--- src/rtl/ccff_bitstream_loader_if.sv ---
// Purpose : Signal bundle between a bitstream source and ccff_bitstream_loader.
// Ports   : start, s_data/s_valid/s_ready (word stream), ccff_head,
//           prog_clk_en, ccff_tail (chain side), busy, done (status).
//           rb_data/rb_valid exist only when CCFF_READBACK_EN is defined.
// master  : bitstream source / chain side (drives start, stream, tail).
// slave   : the loader.
interface ccff_bitstream_loader_if #(
  parameter int unsigned DATA_W = 8
) ();
  logic              start;
  logic [DATA_W-1:0] s_data;
  logic              s_valid;
  logic              s_ready;
  logic              ccff_head;
  logic              prog_clk_en;
  logic              ccff_tail;
  logic              busy;
  logic              done;
`ifdef CCFF_READBACK_EN
  logic [DATA_W-1:0] rb_data;
  logic              rb_valid;

  modport master (
    output start, s_data, s_valid, ccff_tail,
    input  s_ready, ccff_head, prog_clk_en, busy, done, rb_data, rb_valid
  );
  modport slave (
    input  start, s_data, s_valid, ccff_tail,
    output s_ready, ccff_head, prog_clk_en, busy, done, rb_data, rb_valid
  );
`else
  modport master (
    output start, s_data, s_valid, ccff_tail,
    input  s_ready, ccff_head, prog_clk_en, busy, done
  );
  modport slave (
    input  start, s_data, s_valid, ccff_tail,
    output s_ready, ccff_head, prog_clk_en, busy, done
  );
`endif
endinterface

--- src/rtl/ccff_bitstream_loader.sv ---
// Purpose : Loads a ccff configuration chain. Bitstream words arrive on a
//           valid/ready stream and are serialised MSB-first onto ccff_head;
//           prog_clk_en gates prog_clk so the chain only advances on a valid bit.
// Ports   : prog_clk, prog_reset_n (async, active-low);
//           ccff (slave modport): start, s_data, s_valid, s_ready, ccff_head,
//           prog_clk_en, ccff_tail, busy, done [, rb_data, rb_valid].
// Option  : define CCFF_READBACK_EN to deserialise ccff_tail into rb_data/rb_valid.
module ccff_bitstream_loader #(
  parameter int unsigned CHAIN_LEN = 32,
  parameter int unsigned DATA_W    = 8
) (
  input logic                    prog_clk,
  input logic                    prog_reset_n,
  ccff_bitstream_loader_if.slave ccff
);
  localparam int unsigned CNT_W = $clog2(CHAIN_LEN + 1);
  localparam int unsigned WB_W  = $clog2(DATA_W + 1);

  typedef enum logic [1:0] {IDLE, FETCH, SHIFT, DONE} state_t;

  state_t            r_state;
  logic [DATA_W-1:0] r_shift;
  logic [CNT_W-1:0]  r_bit_cnt;    // index of the chain bit currently on ccff_head
  logic [WB_W-1:0]   r_word_bits;  // bits of the current word still to present, incl. current
  logic              r_s_ready;
  logic              r_ccff_head;
  logic              r_prog_clk_en;
  logic              r_busy;
  logic              r_done;

  logic              w_take;
  logic              w_last_chain;
  logic              w_last_word_bit;
  logic              w_idx_last;
  logic              w_load_rdy;
  logic [CNT_W-1:0]  w_load_idx;
  logic [WB_W-1:0]   w_load_wb;

  // Bits of a word that land in the chain when it starts at chain index idx.
  function automatic logic [WB_W-1:0] word_len(input logic [CNT_W-1:0] idx);
    int unsigned rem;
    rem = CHAIN_LEN - 32'(idx);
    return (rem < DATA_W) ? WB_W'(rem) : WB_W'(DATA_W);
  endfunction

  assign w_take          = ccff.s_valid & r_s_ready;
  assign w_last_chain    = (r_bit_cnt == CNT_W'(CHAIN_LEN - 1));
  assign w_last_word_bit = (r_word_bits == WB_W'(1));
  // Chain index of the next bit: a FETCH resumes at r_bit_cnt, SHIFT moves one on.
  assign w_load_idx      = (r_state == SHIFT) ? r_bit_cnt + CNT_W'(1) : r_bit_cnt;
  assign w_idx_last      = (w_load_idx == CNT_W'(CHAIN_LEN - 1));
  assign w_load_wb       = word_len(w_load_idx);
  // A freshly loaded one-bit word is already on its final bit: ask for the next word.
  assign w_load_rdy      = (w_load_wb == WB_W'(1)) && !w_idx_last;

  // Load FSM; every output is registered against the state it is entering.
  always_ff @(posedge prog_clk or negedge prog_reset_n) begin
    if (!prog_reset_n) begin
      r_state       <= IDLE;
      r_shift       <= '0;
      r_bit_cnt     <= '0;
      r_word_bits   <= '0;
      r_s_ready     <= 1'b0;
      r_ccff_head   <= 1'b0;
      r_prog_clk_en <= 1'b0;
      r_busy        <= 1'b0;
      r_done        <= 1'b0;
    end else begin
      r_done <= 1'b0;
      case (r_state)
        IDLE: begin
          if (ccff.start) begin
            r_state   <= FETCH;
            r_s_ready <= 1'b1;
            r_busy    <= 1'b1;
            r_bit_cnt <= '0;
          end
        end
        FETCH: begin
          // Chain frozen; the load below leaves this state.
        end
        SHIFT: begin
          if (w_last_chain) begin
            r_state       <= DONE;
            r_prog_clk_en <= 1'b0;
            r_s_ready     <= 1'b0;
            r_done        <= 1'b1;
            r_bit_cnt     <= '0;
          end else if (w_last_word_bit) begin
            // Stall unless a word is taken this cycle (overridden by the load).
            r_state       <= FETCH;
            r_prog_clk_en <= 1'b0;
            r_s_ready     <= 1'b1;
            r_bit_cnt     <= w_load_idx;
          end else begin
            r_ccff_head <= r_shift[DATA_W-1];
            r_shift     <= r_shift << 1;
            r_word_bits <= r_word_bits - WB_W'(1);
            r_bit_cnt   <= w_load_idx;
            r_s_ready   <= (r_word_bits == WB_W'(2)) && !w_idx_last;
          end
        end
        DONE: begin
          r_state <= IDLE;
          r_busy  <= 1'b0;
        end
        default: r_state <= IDLE;
      endcase

      // Word accepted: its MSB goes straight onto ccff_head, no bubble.
      if (w_take) begin
        r_state       <= SHIFT;
        r_ccff_head   <= ccff.s_data[DATA_W-1];
        r_shift       <= ccff.s_data << 1;
        r_word_bits   <= w_load_wb;
        r_bit_cnt     <= w_load_idx;
        r_prog_clk_en <= 1'b1;
        r_s_ready     <= w_load_rdy;
      end
    end
  end

  assign ccff.s_ready     = r_s_ready;
  assign ccff.ccff_head   = r_ccff_head;
  assign ccff.prog_clk_en = r_prog_clk_en;
  assign ccff.busy        = r_busy;
  assign ccff.done        = r_done;

`ifdef CCFF_READBACK_EN
  logic [DATA_W-1:0] r_rb_acc;
  logic [DATA_W-1:0] r_rb_data;
  logic [WB_W-1:0]   r_rb_cnt;
  logic              r_rb_valid;
  logic [DATA_W-1:0] w_rb_word;

  // Accumulator with the current tail bit dropped into its MSB-first slot.
  for (genvar g = 0; g < DATA_W; g++) begin : g_rb_slot
    assign w_rb_word[g] = (r_rb_cnt == WB_W'(DATA_W - 1 - g)) ? ccff.ccff_tail : r_rb_acc[g];
  end

  // Tail deserialiser; a final partial word is emitted left-aligned, zero-padded.
  always_ff @(posedge prog_clk or negedge prog_reset_n) begin
    if (!prog_reset_n) begin
      r_rb_acc   <= '0;
      r_rb_data  <= '0;
      r_rb_cnt   <= '0;
      r_rb_valid <= 1'b0;
    end else begin
      r_rb_valid <= 1'b0;
      if (r_prog_clk_en) begin
        if ((r_rb_cnt == WB_W'(DATA_W - 1)) || w_last_chain) begin
          r_rb_valid <= 1'b1;
          r_rb_data  <= w_rb_word;
          r_rb_acc   <= '0;
          r_rb_cnt   <= '0;
        end else begin
          r_rb_acc <= w_rb_word;
          r_rb_cnt <= r_rb_cnt + WB_W'(1);
        end
      end
    end
  end

  assign ccff.rb_data  = r_rb_data;
  assign ccff.rb_valid = r_rb_valid;
`else
  logic w_unused_tail;
  assign w_unused_tail = ccff.ccff_tail;
`endif
endmodule
--- src/flat_wrapper.sv ---
// flat-port wrapper written by rule: the top's interface ports become plain ports
module ccff_bitstream_loader_flat 
#(
  parameter int unsigned CHAIN_LEN = 32,
  parameter int unsigned DATA_W    = 8
)
  (prog_clk, prog_reset_n, ccff_start, ccff_s_data, ccff_s_valid, ccff_ccff_tail, ccff_s_ready, ccff_ccff_head, ccff_prog_clk_en, ccff_busy, ccff_done);
  ccff_bitstream_loader_if #(.DATA_W(DATA_W)) ccff_i ();
  input logic prog_clk;
  input logic prog_reset_n;
  input wire logic [$bits(ccff_i.start)-1:0] ccff_start;
  input wire logic [$bits(ccff_i.s_data)-1:0] ccff_s_data;
  input wire logic [$bits(ccff_i.s_valid)-1:0] ccff_s_valid;
  input wire logic [$bits(ccff_i.ccff_tail)-1:0] ccff_ccff_tail;
  output wire logic [$bits(ccff_i.s_ready)-1:0] ccff_s_ready;
  output wire logic [$bits(ccff_i.ccff_head)-1:0] ccff_ccff_head;
  output wire logic [$bits(ccff_i.prog_clk_en)-1:0] ccff_prog_clk_en;
  output wire logic [$bits(ccff_i.busy)-1:0] ccff_busy;
  output wire logic [$bits(ccff_i.done)-1:0] ccff_done;
  assign ccff_i.start = ccff_start;
  assign ccff_i.s_data = ccff_s_data;
  assign ccff_i.s_valid = ccff_s_valid;
  assign ccff_i.ccff_tail = ccff_ccff_tail;
  assign ccff_s_ready = ccff_i.s_ready;
  assign ccff_ccff_head = ccff_i.ccff_head;
  assign ccff_prog_clk_en = ccff_i.prog_clk_en;
  assign ccff_busy = ccff_i.busy;
  assign ccff_done = ccff_i.done;
  ccff_bitstream_loader #(.CHAIN_LEN(CHAIN_LEN), .DATA_W(DATA_W)) u_core (.prog_clk(prog_clk), .prog_reset_n(prog_reset_n), .ccff(ccff_i));
endmodule
--- config.mk ---
export PLATFORM = sky130hd
export DESIGN_NAME = ccff_bitstream_loader_flat
export DESIGN_NICKNAME = d
export VERILOG_FILES = /design/src/rtl/ccff_bitstream_loader_if.sv /design/src/rtl/ccff_bitstream_loader.sv /design/src/flat_wrapper.sv
export SDC_FILE = /design/constraint.sdc
export NUM_CORES = 1
export LEC_CHECK = 0
export CORE_AREA = 5 5 96 76
export DETAILED_ROUTE_END_ITERATION = 7
export DIE_AREA = 0 0 101 81
export GPL_TIMING_DRIVEN = 0
export PLACE_DENSITY_LB_ADDON = 0.12
export REMOVE_ABC_BUFFERS = 1
export SLEW_MARGIN = 20
export SYNTH_ARGS = -nofsm -noshare
export SYNTH_HDL_FRONTEND = slang
export SYNTH_SLANG_ARGS = --single-unit
--- constraint.sdc ---
create_clock -name prog_clk -period 2.15 [get_ports prog_clk]
set_input_delay 0.215 -clock prog_clk [delete_from_list [all_inputs] [get_ports prog_clk]]
set_output_delay 0.215 -clock prog_clk [all_outputs]
set_load 0.02 [all_outputs]
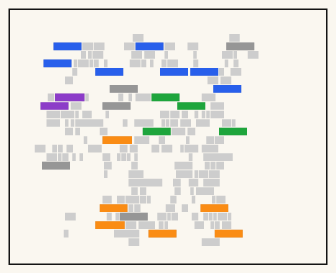
(images/registers.png)
- purple: u_core.r_state (flops 2)
- green: u_core.r_word_bits (flops 4; where middle)
- blue: u_core.r_shift (flops 7)
- orange: u_core.r_bit_cnt (flops 6)
Flop area: 604 sq um
flop share of the area: 0.305
Final Core Density: 0.322
Flop+latch power: 0.451 mW

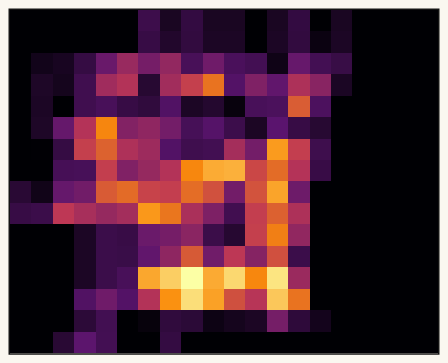
(images/wire_density.png)
20 x 16 tiles, from black (low) to pale yellow (high), scaled to the fullest tile. Values are wire area over tile area, all layers added.
- tiles over half the peak: 14%
- emptiest ninth of the die: bottom right
- nearly empty tiles: 42%
GRT Total Usage: 0.0943
drt wl/cell: 14.0 um

==> flow_metrics.py <==
# Generated from Yosys and OpenROAD reports
metrics = {
    "setup_path": {
        "rr_worst_depth": 8,
        "crit_path_cell_trace": "inv_2, ha_4, nand4_1, xor2_1, o31a_1, o211a_1, o211ai_1, nand3_1",
        "crit_slowest_cell": "dfrtp_1",
        "cpLargestDelayFamily": "AND-OR/OR-AND gates",
    },
    "sta": {
        "setup_violations": 4,
        "holdWs_ns": 0.474,
        "slew_headroom": 0.525,
        "fin_ws_ns": -0.0361,
    },
    "outcome": {
        "status": "finished, violations left",
        "violations": "setup timing",
    },
    "cells_and_area": {
        "mostFrequentLayoutCell": "nand2_1",
        "instances_no_fill": 267,
        "top_register": "u_core.r_shift",
        "n_fill_cell": 642,
    },
    "drt": {
        "vias": 1257,
    },
    "power_and_ir_drop": {
        "p_clk_mw": 0.417,
    },
    "yosys": {
        "top_area_cell": "dfrtp_1",
        "synthAdderAreaFrac": 0.0831,
    },
    "clocking": {
        "cts_root_buf": "clkbuf_8",
        "post_cts_buffers": 5,
        "path_clk_slew_ns": 0.10,
    },
    "hold_path": {
        "hp-class": "in -> async",
    },
}
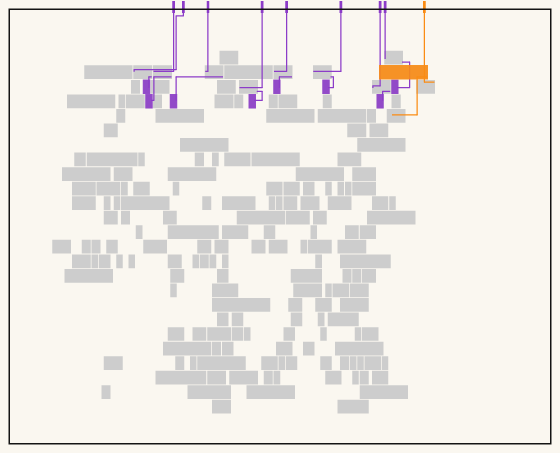
(images/port_nets.png)
- orange: ccff_ccff_head (bits 1; direction output; end cells 1; buffers 1; wire 28.5 um)
- purple: ccff_s_data (bits 8; direction input; end cells 8; buffers 8; wire 165 um)
port bufs: 16
I/O Pins: 18

No activity file was given, so power comes from the tool's default toggle rates.
